## src/rtl/spi_transfer_arbiter.sv

```systemverilog
// Round-robin arbiter that shares one 32-bit SPI transfer core between N_REQ requesters,
// launching each transaction with a one-cycle strobe and abandoning it with err after a timeout.
module spi_transfer_arbiter #(
   parameter int N_REQ          = 4,
   parameter int IDX_W          = 2,
   parameter int TIMEOUT_CYCLES = 1024
) (
   input  logic                  clk,
   input  logic                  reset,
   input  logic [N_REQ-1:0]      req,
   input  logic [32*N_REQ-1:0]   wdata,
   output logic [N_REQ-1:0]      gnt,
   output logic [N_REQ-1:0]      done,
   output logic                  err,
   output logic [31:0]           rdata,
   output logic                  busy,
   output logic [IDX_W-1:0]      owner_idx,
   output logic                  go_transfer,
   output logic [31:0]           spi_data_write,
   input  logic [31:0]           data_read_to_avalon,
   input  logic                  data_pack_ready
);

   typedef enum logic [1:0] {IDLE, START, WAIT, GAP} state_t;

   localparam int                CNT_W    = 16;
   localparam logic [CNT_W-1:0]  TERMINAL = CNT_W'(TIMEOUT_CYCLES - 1);
   localparam logic [IDX_W-1:0]  LAST_IDX = IDX_W'(N_REQ - 1);

   state_t             state, state_d;
   logic [IDX_W-1:0]   ptr, ptr_d;
   logic [CNT_W-1:0]   count, count_d;
   logic               ready_q;
   logic               ready_edge;

   logic [IDX_W-1:0]   pick;
   logic [IDX_W-1:0]   cand;
   logic               found;

   logic [N_REQ-1:0]   gnt_d, done_d;
   logic               err_d, busy_d, go_d;
   logic [31:0]        rdata_d, wr_d;
   logic [IDX_W-1:0]   owner_d;

   function automatic logic [IDX_W-1:0] wrap_inc(input logic [IDX_W-1:0] idx);
      return (idx == LAST_IDX) ? '0 : idx + IDX_W'(1);
   endfunction

   assign ready_edge = data_pack_ready & ~ready_q;

   // First set request scanning upward from the pointer, wrapping at N_REQ.
   always_comb begin
      found = 1'b0;
      pick  = '0;
      cand  = '0;
      for (int i = 0; i < N_REQ; i++) begin
         cand = IDX_W'((int'(ptr) + i) % N_REQ);
         if (!found && req[cand]) begin
            found = 1'b1;
            pick  = cand;
         end
      end
   end

   always_comb begin
      state_d = state;
      ptr_d   = ptr;
      count_d = count;
      gnt_d   = gnt;
      done_d  = '0;
      err_d   = 1'b0;
      rdata_d = rdata;
      busy_d  = busy;
      owner_d = owner_idx;
      go_d    = 1'b0;
      wr_d    = spi_data_write;
      case (state)
         IDLE: begin
            if (found) begin
               owner_d = pick;
               gnt_d   = N_REQ'(1) << pick;
               wr_d    = wdata[32*pick +: 32];
               go_d    = 1'b1;
               busy_d  = 1'b1;
               state_d = START;
            end
         end
         START: begin
            count_d = '0;
            state_d = WAIT;
         end
         WAIT: begin
            count_d = count + CNT_W'(1);
            // A ready edge on the terminal count still wins over the timeout.
            if (ready_edge) begin
               rdata_d = data_read_to_avalon;
               done_d  = gnt;
               ptr_d   = wrap_inc(owner_idx);
               state_d = GAP;
            end else if (count == TERMINAL) begin
               rdata_d = '0;
               done_d  = gnt;
               err_d   = 1'b1;
               ptr_d   = wrap_inc(owner_idx);
               state_d = GAP;
            end
         end
         GAP: begin
            if (!data_pack_ready) begin
               gnt_d   = '0;
               busy_d  = 1'b0;
               state_d = IDLE;
            end
         end
         default: state_d = IDLE;
      endcase
   end

   always_ff @(posedge clk or posedge reset) begin
      if (reset) begin
         state          <= IDLE;
         ptr            <= '0;
         count          <= '0;
         ready_q        <= 1'b0;
         gnt            <= '0;
         done           <= '0;
         err            <= 1'b0;
         rdata          <= '0;
         busy           <= 1'b0;
         owner_idx      <= '0;
         go_transfer    <= 1'b0;
         spi_data_write <= '0;
      end else begin
         state          <= state_d;
         ptr            <= ptr_d;
         count          <= count_d;
         ready_q        <= data_pack_ready;
         gnt            <= gnt_d;
         done           <= done_d;
         err            <= err_d;
         rdata          <= rdata_d;
         busy           <= busy_d;
         owner_idx      <= owner_d;
         go_transfer    <= go_d;
         spi_data_write <= wr_d;
      end
   end

endmodule
```

## config.mk

```make
export PLATFORM = sky130hd
export DESIGN_NAME = spi_transfer_arbiter
export DESIGN_NICKNAME = d
export VERILOG_FILES = /design/src/rtl/spi_transfer_arbiter.sv
export SDC_FILE = /design/constraint.sdc
export NUM_CORES = 1
export LEC_CHECK = 0
export ABC_AREA = 0
export CORE_MARGIN = 2
export CORE_UTILIZATION = 35
export CTS_BUF_LIST = sky130_fd_sc_hd__clkbuf_8
export DETAILED_ROUTE_END_ITERATION = 12
export MAX_ROUTING_LAYER = met4
export PLACE_DENSITY = 0.83
export SLEW_MARGIN = 10
export SYNTH_ARGS = -nofsm -noshare
export SYNTH_HDL_FRONTEND = slang
export SYNTH_SLANG_ARGS = --single-unit
```

## constraint.sdc

```tcl
create_clock -name clk -period 6.75 [get_ports clk]
set_input_delay 1.35 -clock clk [delete_from_list [all_inputs] [get_ports clk]]
set_output_delay 1.35 -clock clk [all_outputs]
set_load 0.02 [all_outputs]
```

Clock routing:
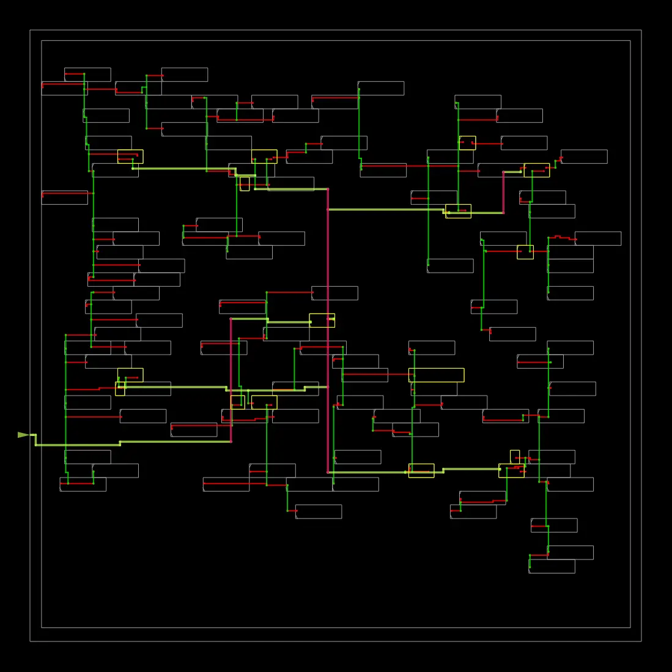
clk pwr: 382 uW
clock sink count: 98
Fin Clk Skew: 0.0119 ns
Clk Latency, worst-skew pair: 0.38 ns
Flops: 98

Signal wires on met3:
The bar under the picture is 20 um long.
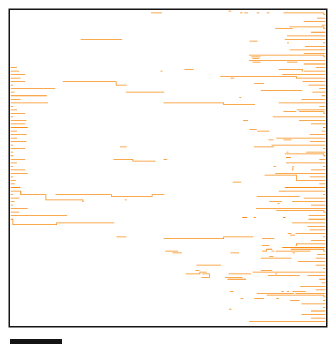
longest straight run: 29.2 um
share of all routed wire: 9.4%
main direction: horizontal
wire length on this layer: 1580 um
total number of vias: 4933
M3 GR Usage: 7.96%

==> run_results.csv <==
group,metric,value,unit
clock_tree,cts_tree,"yes",
pwr,clockPowerShare,12.6,%
final_timing,layout_min_cycle_time,3.73,ns
clock_tree,cts-hold-fix-buffers,0,
hold_path,hold_end,"rdata[9]",
floorplan,die_w,122,um
final_timing,worst_pin_slew,1.17,ns
pwr,cellLeakagePower,3.12,nW
pwr,pg_comb,1.67,mW
job,tool_warnings,28,
critical_path,critical_path_class,"primary input to flip-flop",
floorplan,fp_util,35.4,%
finish,stdcell_count,882,
critical_path,cpPeakStageDelay,0.62,ns
place,numPortBuffers,243,
final_timing,timing.fmax,268,MHz
detailed_routing,wl_met1,6430,um
place,dpl.hpwl,12300,um
detailed_routing,drc_errors,0,
global_route,grt_pass1_wl,25300,um
outcome,status,"finished, final reports clean",
critical_path,regToRegEndpoint,"spi_data_write[2]",
job,cap_violations,0,
detailed_routing,vias_per_cell,5.59,
finish,nets,869,
critical_path,cp_slowest_cell,"clkdlybuf4s50_1",
finish,seq_share,32.3,%
finish,mostFrequentLayoutCell,"clkdlybuf4s50_1",
finish,comb_area_share,28.9,%
synthesis,synthCells,474,
critical_path,critPathLaunch,"req[3]",
clock_tree,cts_buffers,9,
detailed_routing,wl_per_cell,19.0,um
synthesis,yosysWarnings,0,
synthesis,synth.distinct_cells,44,
final_timing,rsz0062_at_grt,"false",
floorplan,nWellTaps,180,
final_timing,maxSlewViolCount,0,
global_route,grt_pass1_vias,4896,
finish,flop_area,2450,um^2
final_timing,postLayoutSetupSlackWorst,3.02,ns
finish,mi_logic_area,2200,um^2
finish,final_core_util,55.3,%
hold_path,min-delay-start,"rdata[9]",
hold_path,hold_class,"flip-flop to flip-flop",
synthesis,area_leaders,"dfrtp_1 (51%), mux2i_1 (6.8%), a22o_1 (6.0%)",
synthesis,synthAoiAreaFrac,24.2,%
synthesis,ys_cells,474,
clock_tree,clkSlewWorstSetupHoldPaths,0.10,ns
finish,insertedDiodeCount,0,
critical_path,r2r-start,"state[0]",
final_timing,period_used_share,55.2,%
clock_tree,htree_levels,3,
clock_tree,cts_resized,0,
global_route,antenna_found_initial,0,
finish,n_all_buffers,247,
synthesis,ys_ff,98,
floorplan,io_pins,244,
synthesis,fa_ha_area_share,1.29,%
synthesis,yosys-top-cells-count,"dfrtp_1 (98), nor2_1 (52), o21ai_0 (46), o22ai_1 (34)",
The metal 1 layer:
The bar under the picture is 20 um long.
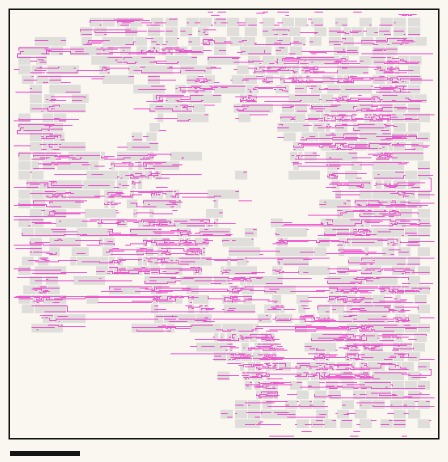
wire length on this layer: 6430 um
nets with wire on the layer: 748
DRT Wirelength: 16800 um
met1 usage: 25.4%

Met2 routing:
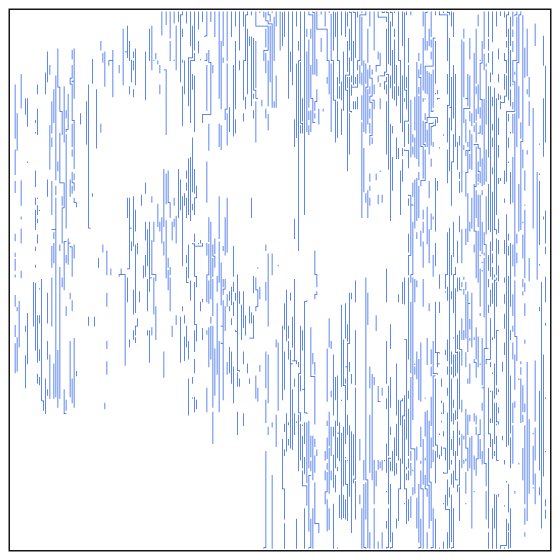
wire length on this layer: 7990 um
nets with wire on the layer: 788
main direction: vertical

No activity file was given, so power comes from the tool's default toggle rates.
